==> src/rtl/ltssm_detect_multi.sv <==
// ----------------------------------------------------------------------------
// ltssm_detect_multi
//   Multi-lane LTSSM Detect substate controller (Detect.Quiet / Detect.Active).
//   Sits between the LTSSM top and the PHY receiver-detect logic. It handles
//   per-lane electrical-idle exit and the receiver-detect request/done
//   handshake with a timeout. It also applies the partial-detect retry rule:
//   when only some lanes respond, it waits one quiet interval, probes again,
//   and accepts the result only if the same lanes respond the second time.
//
// Ports
//   clk_i             clock
//   rst_ni            asynchronous reset, active low
//   restart_i         pulse: force return to QUIET (re-entry into Detect)
//   lane_en_i         lanes to probe; other lanes are ignored
//   elec_idle_i       1 = lane in electrical idle
//   rxdet_req_o       request a PHY receiver-detect sequence
//   rxdet_done_i      PHY: detect sequence complete, rxdet_result_i valid
//   rxdet_result_i    PHY: 1 = receiver present on lane
//   active_o          1 while in ACTIVE1 or ACTIVE2
//   detect_done_o     1-cycle pulse on entry to DONE
//   lanes_detected_o  lanes carried into Polling, valid while in DONE
//   state_o           current state encoding (debug)
// ----------------------------------------------------------------------------
module ltssm_detect_multi #(
    parameter int NUM_LANES     = 4,
    parameter int QUIET_CYCLES  = 3000000,
    parameter int RXDET_TIMEOUT = 1024
) (
    input  logic                 clk_i,
    input  logic                 rst_ni,
    input  logic                 restart_i,
    input  logic [NUM_LANES-1:0] lane_en_i,
    input  logic [NUM_LANES-1:0] elec_idle_i,
    output logic                 rxdet_req_o,
    input  logic                 rxdet_done_i,
    input  logic [NUM_LANES-1:0] rxdet_result_i,
    output logic                 active_o,
    output logic                 detect_done_o,
    output logic [NUM_LANES-1:0] lanes_detected_o,
    output logic [2:0]           state_o
);

    localparam int MAXV = (QUIET_CYCLES > RXDET_TIMEOUT) ? QUIET_CYCLES : RXDET_TIMEOUT;
    localparam int TW   = $clog2(MAXV + 1);

    localparam logic [TW-1:0] Q_LAST  = TW'(QUIET_CYCLES - 1);
    localparam logic [TW-1:0] TO_LAST = TW'(RXDET_TIMEOUT - 1);
    localparam logic [TW-1:0] T_MAX   = {TW{1'b1}};

    typedef enum logic [2:0] {
        QUIET   = 3'd0,
        ACTIVE1 = 3'd1,
        WAIT    = 3'd2,
        ACTIVE2 = 3'd3,
        DONE    = 3'd4
    } state_t;

    state_t               state_q, state_d;
    logic [TW-1:0]        timer_q, timer_d;
    logic [NUM_LANES-1:0] first_q, first_d;
    logic [NUM_LANES-1:0] lanes_q, lanes_d;
    logic                 pulse_q, pulse_d;

    logic [NUM_LANES-1:0] r;
    logic                 decide;

    // A timeout is a decision with an empty result.
    assign r      = rxdet_done_i ? (rxdet_result_i & lane_en_i) : '0;
    assign decide = rxdet_done_i || (timer_q == TO_LAST);

    always_ff @(posedge clk_i or negedge rst_ni) begin
        if (!rst_ni) begin
            state_q <= QUIET;
            timer_q <= '0;
            first_q <= '0;
            lanes_q <= '0;
            pulse_q <= 1'b0;
        end else begin
            state_q <= state_d;
            timer_q <= timer_d;
            first_q <= first_d;
            lanes_q <= lanes_d;
            pulse_q <= pulse_d;
        end
    end

    always_comb begin
        state_d = state_q;
        first_d = first_q;
        lanes_d = lanes_q;
        pulse_d = 1'b0;

        case (state_q)
            QUIET: begin
                if ((timer_q == Q_LAST) || (|(~elec_idle_i & lane_en_i))) begin
                    state_d = ACTIVE1;
                end
            end
            ACTIVE1: begin
                if (decide) begin
                    if ((lane_en_i == '0) || (r == '0)) begin
                        state_d = QUIET;
                    end else if (r == lane_en_i) begin
                        state_d = DONE;
                        lanes_d = r;
                        pulse_d = 1'b1;
                    end else begin
                        // Partial detect: remember which lanes answered and retry later.
                        state_d = WAIT;
                        first_d = r;
                    end
                end
            end
            WAIT: begin
                if (timer_q == Q_LAST) begin
                    state_d = ACTIVE2;
                end
            end
            ACTIVE2: begin
                if (decide) begin
                    // first_q is never zero here, so a timeout always falls back to QUIET.
                    if (r == first_q) begin
                        state_d = DONE;
                        lanes_d = r;
                        pulse_d = 1'b1;
                    end else begin
                        state_d = QUIET;
                    end
                end
            end
            DONE: begin
                state_d = DONE;
            end
            default: begin
                state_d = QUIET;
            end
        endcase

        // Restart overrides every other transition, including a same-cycle done.
        if (restart_i) begin
            state_d = QUIET;
            first_d = '0;
            lanes_d = '0;
            pulse_d = 1'b0;
        end

        if (restart_i || (state_d != state_q)) begin
            timer_d = '0;
        end else if (timer_q != T_MAX) begin
            timer_d = timer_q + 1'b1;
        end else begin
            timer_d = timer_q;
        end
    end

    // The request follows the state directly, so it drops on the edge that consumes done.
    assign rxdet_req_o      = (state_q == ACTIVE1) || (state_q == ACTIVE2);
    assign active_o         = (state_q == ACTIVE1) || (state_q == ACTIVE2);
    assign detect_done_o    = pulse_q;
    assign lanes_detected_o = lanes_q;
    assign state_o          = state_q;

endmodule

==> config.mk <==
export PLATFORM = sky130hd
export DESIGN_NAME = ltssm_detect_multi
export DESIGN_NICKNAME = d
export VERILOG_FILES = /design/src/rtl/ltssm_detect_multi.sv
export SDC_FILE = /design/constraint.sdc
export NUM_CORES = 1
export LEC_CHECK = 0
export ABC_AREA = 1
export CAP_MARGIN = 20
export CORE_UTILIZATION = 55
export CTS_BUF_LIST = sky130_fd_sc_hd__clkbuf_8 sky130_fd_sc_hd__clkbuf_16
export DETAILED_ROUTE_END_ITERATION = 8
export PLACE_DENSITY_LB_ADDON = 0.15
export SLEW_MARGIN = 20
export SYNTH_ARGS = -nofsm -noshare
export SYNTH_HDL_FRONTEND = slang
export SYNTH_SLANG_ARGS = --single-unit
==> constraint.sdc <==
create_clock -name clk_i -period 2.2 [get_ports clk_i]
set_input_delay 0.33 -clock clk_i [delete_from_list [all_inputs] [get_ports clk_i]]
set_output_delay 0.33 -clock clk_i [all_outputs]
set_load 0.05 [all_outputs]
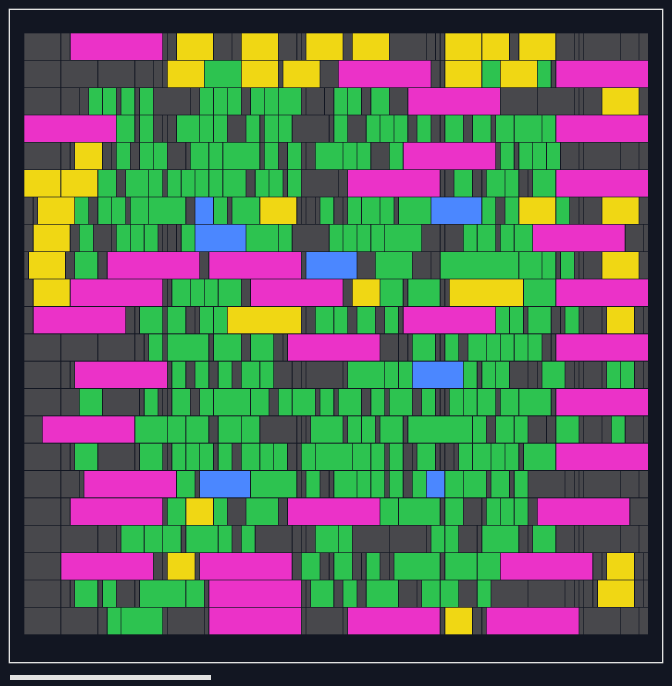
run_1/class_map.png
The bar under the picture is 20 um long. Fill, decap, tap and diode cells in gray.
class	color	cells	share of their area
registers	magenta	34	33%
remaining logic cells	green	250	50%
clock drivers and dummy loads	blue	7	3.1%
remaining buffers and delay cells	yellow	33	13%

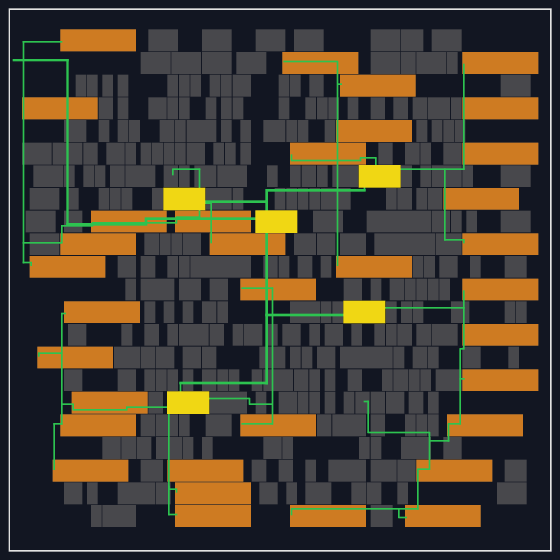
run_1/clock_wires.png
[clock wires] green | length: 445 um
[flip-flops] orange | count: 34
[clock-net drivers] yellow | count: 5
routed clock nets	6
flops lie	widely spread

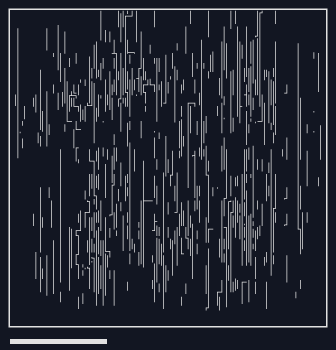
run_1/m2.png
The bar under the picture is 20 um long.
longest straight run	38.1 um
nets with wire on the layer	272
share of all routed wire	45%
wire length on this layer	2030 um
GR met2 Demand/Resource: 0.398
via count: 1933
final WL: 4.53 mm

==> out/metrics.csv, run 1 <==
metric,value,unit
RD Place Congestion,0.889,
outcome,"finished, final reports clean",
Slowest Stage Delay on Critical Path,840,ps
Die Ht,64.8,um
TNS Setup,0,ps
Leakage Power,1.25,nW
post-layout min period,1910,ps
H-tree Lvls,2,
DRC,0,
initial drt markers,171,
Worst Path Buf+Inv,1,
Synth warnings,0,
critical path class,reg -> out,
share of the yosys chip area belonging to registers,0.392,
CTS sink cnt,34,
floorplan net count,306,
drt pass-1 iters,4,
"Avg Cell Area, Syn",7.52,um^2
crit share post-route,0.869,
Port Buf Inserts,25,
asr flop ratio synth,1.00,
"top cells by area, synth","dfrtp_1 (39%), nand2_1 (11%), nor2_1 (6.7%)",
largest area contributor in the netlist,dfrtp_1,
launching point of the worst reg2reg path,timer_q[0],
total grt overflow,0,
filler instances,325,
power density over the cells,511,nW/um^2
logic area,1130,um^2
largest net degree at the start of global routing,35,
Post-CTS Repair Setup Buffers,0,
Unique masters post-synth,32,
"Largest delay share family, worst path",buffers and inverters,
cell count after synthesis,289,
R2R Path End,timer_q[15],
Dominant cell area share,0.392,
crit path max-delay cell type,clkdlybuf4s50_1,
Die Footprint,4200,um^2
Syn Std Cell Area,2170,um^2
CTS tree,yes,
first-pass GRT wire length,8.00,mm
Late-Pin Clk Latency,280,ps
crit path launch type,flop,
DP HPWL,3.47,mm
Worst Tran Pin Value,498,ps
clock root buffer master,clkbuf_8,
DRT antenna net count,0,
Dominant Register Cell,dfrtp_1,
area reported by Yosys stat,2170,um^2
-- run 1: cell usage after synthesis, drive strengths merged (3+ instances only) --
cell	instances
nand4	9
inv	39
nor3	7
o22ai	3
dfrtp	34
nand2	68
buf	5
xor2	9
nand3	33
o21ai	10
nor2	58
a21oi	4
-- run 1: cell families after synthesis --
logic type | synth area share
adders and majority gates | 0.00576
AOI/OAI and AO/OA | 0.0530
DFF | 0.392
and+or+nand+nor | 0.408
xor gates and xnor gates | 0.0444
muxes | 0.00518
buffers and inverters | 0.0922
-- run 1: metal layers --
metal | up-vias | share of wire | GRT usage
met5 | - | 0 | 0
met4 | 0 | 0.012 | 0.0750
met3 | 8 | 0.050 | 0.0616
met2 | 45 | 0.45 | 0.398
met1 | 896 | 0.49 | 0.324
li1 | 984 | - | -
-- run 1: how the worst max path moves through the flow --
| stage | from | to | slack, ps | cells after the start |
|---|---|---|---|---|
| 2_1_floorplan | state_o[0] | timer_q[9] | 30 | 9 |
| 4_1_cts | timer_q[0] | timer_q[15] | 210 | 10 |
| 5_1_grt | timer_q[0] | timer_q[15] | 70 | 13 |
| 6_report | state_o[2] | state_o[2] | 290 | 1 |
| 3_5_place_dp | rxdet_done_i | timer_q[15] | 20 | 11 |
| 3_3_place_gp | rxdet_done_i | timer_q[9] | 70 | 11 |
-- run 1: power by group --
part           switching [mW]  total (mW)  internal, mW
Combinational           0.151       0.249        0.0982
Clock                   0.221       0.434         0.212
Sequential             0.0130       0.649         0.636
-- run 1: flip-flops by register name, summed over array words and instances (netlist names) --
signal and count:
state_o 3, timer_q 22, lanes_detected_o 4, detect_done_o 1, first_q 4
-- run 1: through the flow --
| step | area (um^2) | utilization | power, mW | hold WS [ps] |
|---|---|---|---|---|
| global route | 2610 | 0.701 | 1.39 | 495 |
| detailed placement | 2520 | 0.677 | 0.909 | 483 |
| finish | 2610 | 0.701 | 1.33 | 453 |
| floorplan | 2170 | - | 0.809 | 34.4 |
| global placement | 2520 | 0.677 | 0.907 | 481 |
| CTS | 2590 | 0.698 | 1.34 | 472 |
-- run 1: cell usage in the layout, fill, tap and decap left out, drive strengths merged --
cell type and instances:
nand2 68, nor2 58, inv 39, dfrtp 34, nand3 33, clkdlybuf4s50 23, o21ai 10, buf 10
xor2 9, nand4 9, nor3 7, clkbuf 5, a21oi 4, clkinv 3, o22ai 3, xnor2 2
o31ai 1, a21boi 1, nand3b 1, nor4 1, o21bai 1, mux2 1, ha 1
-- run 1: cell type report --
type	instances	area share
multi-input combinational	210	0.435
sequential	34	0.327
timing repair buffer	33	0.127
inverter	40	0.0581
clock buffer	5	0.0264
tap	48	0.0231
clock inverter	2	0.00384
## Run 2: what changed since run 1
--- a/config.mk
+++ b/config.mk
@@ -9,6 +9,7 @@
 export CAP_MARGIN = 20
 export CORE_UTILIZATION = 55
 export CTS_BUF_LIST = sky130_fd_sc_hd__clkbuf_8 sky130_fd_sc_hd__clkbuf_16
+export CTS_CLUSTER_SIZE = 14
 export DETAILED_ROUTE_END_ITERATION = 8
 export PLACE_DENSITY_LB_ADDON = 0.15
 export SLEW_MARGIN = 20
==> constraint.sdc (replaced) <==
create_clock -name clk_i -period 2.2 [get_ports clk_i]
set_input_delay 0.33 -clock clk_i [delete_from_list [all_inputs] [get_ports clk_i]]
set_output_delay 0.33 -clock clk_i [all_outputs]
set_load 0.02 [all_outputs]
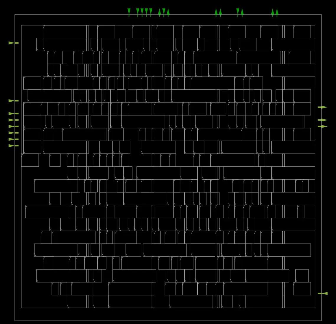
run_2/placed.png
FP Rows: 22
final std cells w/o fill: 373
filler instances: 351
Seq/total area: 0.325

==> run 2 against run 1 <==
  * Register-to-register slack worse by 60 ps
  * Clock skew hardly changed
  * Via count is 0.41% lower
  * Flip-flop count stayed put
  * Synthesized cell count stayed put
  * Largest power group unchanged
==> out/metrics.csv, run 2 <==
metric,value,unit,change
outcome,"finished, final reports clean",,unchanged
fin area,2620,um^2,was 2610 um^2
post-layout min period,2050,ps,was 1910 ps
most frequent logic cell in the layout,nand2_1,,unchanged
final WL,4.61,mm,was 4.53 mm
Leakage Power,1.27,nW,was 1.25 nW
Late-Pin Clk Latency,290,ps,was 280 ps
Synth warnings,0,,unchanged
Unique masters post-synth,32,,unchanged
crit path launch type,flop,,unchanged
Dominant cell area share,0.392,,unchanged
initial drt markers,152,,was 171
floorplan net count,306,,unchanged
largest net degree at the start of global routing,35,,unchanged
clock root buffer master,clkbuf_8,,unchanged
first-pass GRT wire length,8.29,mm,was 8.00 mm
asr flop ratio synth,1.00,,unchanged
DRT antenna net count,0,,unchanged
sequential power share,0.477,,was 0.488
Worst Tran Pin Value,429,ps,was 498 ps
RD Place Congestion,0.922,,was 0.889
net load switching power,0.377,mW,was 0.385 mW
switch share,0.277,,was 0.289
Die Footprint,4200,um^2,unchanged
via count,1925,,was 1933
total grt overflow,0,,unchanged
cell count after synthesis,289,,unchanged
TNS Setup,0,ps,unchanged
DRC,0,,unchanged
drt pass-1 iters,4,,unchanged
share of the yosys chip area belonging to registers,0.392,,unchanged
DP HPWL,3.50,mm,was 3.47 mm
Final Power,1.36,mW,was 1.33 mW
"top cells by area, synth","dfrtp_1 (39%), nand2_1 (11%), nor2_1 (6.7%)",,unchanged
Die Ht,64.8,um,unchanged
Port Buf Inserts,25,,unchanged
critical path class,reg -> out,,unchanged
Internal,0.984,mW,was 0.947 mW
Gate power share,0.167,,was 0.187
Post-synth top cells,"nand2_1 (65), nor2_1 (39), inv_1 (38), dfrtp_1 (34), nand3_1 (26)",,unchanged
"Avg Cell Area, Syn",7.52,um^2,unchanged
largest area contributor in the netlist,dfrtp_1,,unchanged
max FFs per register,22,,unchanged
Synth top cell by count,nand2_1,,unchanged
"Largest delay share family, worst path",buffers and inverters,,unchanged
Post-DP Area,2520,um^2,about the same
fin util,0.704,,was 0.701
CTS tree,yes,,unchanged
-- run 2: cell counts after synthesis --
No cell type changed its count.
-- run 2: path summary, 6_finish.rpt --
check,to,slack [ps],start,cells after the start
setup / recovery,rxdet_req_o,150,state_o[0],3
hold / removal,timer_q[15],450,rst_ni,2
setup reg to reg,timer_q[15],240,timer_q[0],10
hold reg to reg,lanes_detected_o[2],500,lanes_detected_o[2],2
max in group asynchronous,first_q[2],1440,rst_ni,2
min in group clk_i,lanes_detected_o[2],500,lanes_detected_o[2],2
-- run 2: kinds of logic after synthesis --
group,after synthesis,share of synthesized area
AND/OR/NAND/NOR,177,0.408
multiplexers,1,0.00518
flip-flops,34,0.392
buffers and inverters,45,0.0922
XOR/XNOR,11,0.0444
adder cells (fa/ha/maj),1,0.00576
AND-OR/OR-AND,20,0.0530
-- run 2: area by class of cell --
cell class | count | area (um^2)
Inverter | 40 | 151
Fill cell | 351 | 1100
Sequential cell | 34 | 851
Timing Repair Buffer | 33 | 338
Multi-Input combinational cell | 210 | 1130
Clock inverter | 2 | 8.76
Clock buffer | 6 | 82.6
Tap cell | 48 | 60.1
-- run 2: repair_timing --
item	in CTS	in global routing
setup endpoints to repair	0	3
gates resized	0	3
setup buffers	0	0
hold endpoints to repair	0	0
-- run 2: layer usage --
layer | vias to the layer above | global-route usage | share of wire
met5 | - | 0 | 0
met1 | 890 | 0.365 | 0.49
met4 | 0 | 0.0639 | 0.012
met2 | 41 | 0.389 | 0.45
li1 | 987 | - | -
met3 | 7 | 0.0563 | 0.044
-- run 2: power groups by stage --
stage	sequential, mW	combinational [mW]	clock, mW
after floorplan	0.664	0.122	0
after global placement	0.660	0.226	0
after detailed placement	0.661	0.229	0
after CTS	0.649	0.230	0.494
after global routing	0.651	0.254	0.522
final	0.650	0.228	0.483
Power figures rest on the tool's default switching activity, not on a simulated workload.
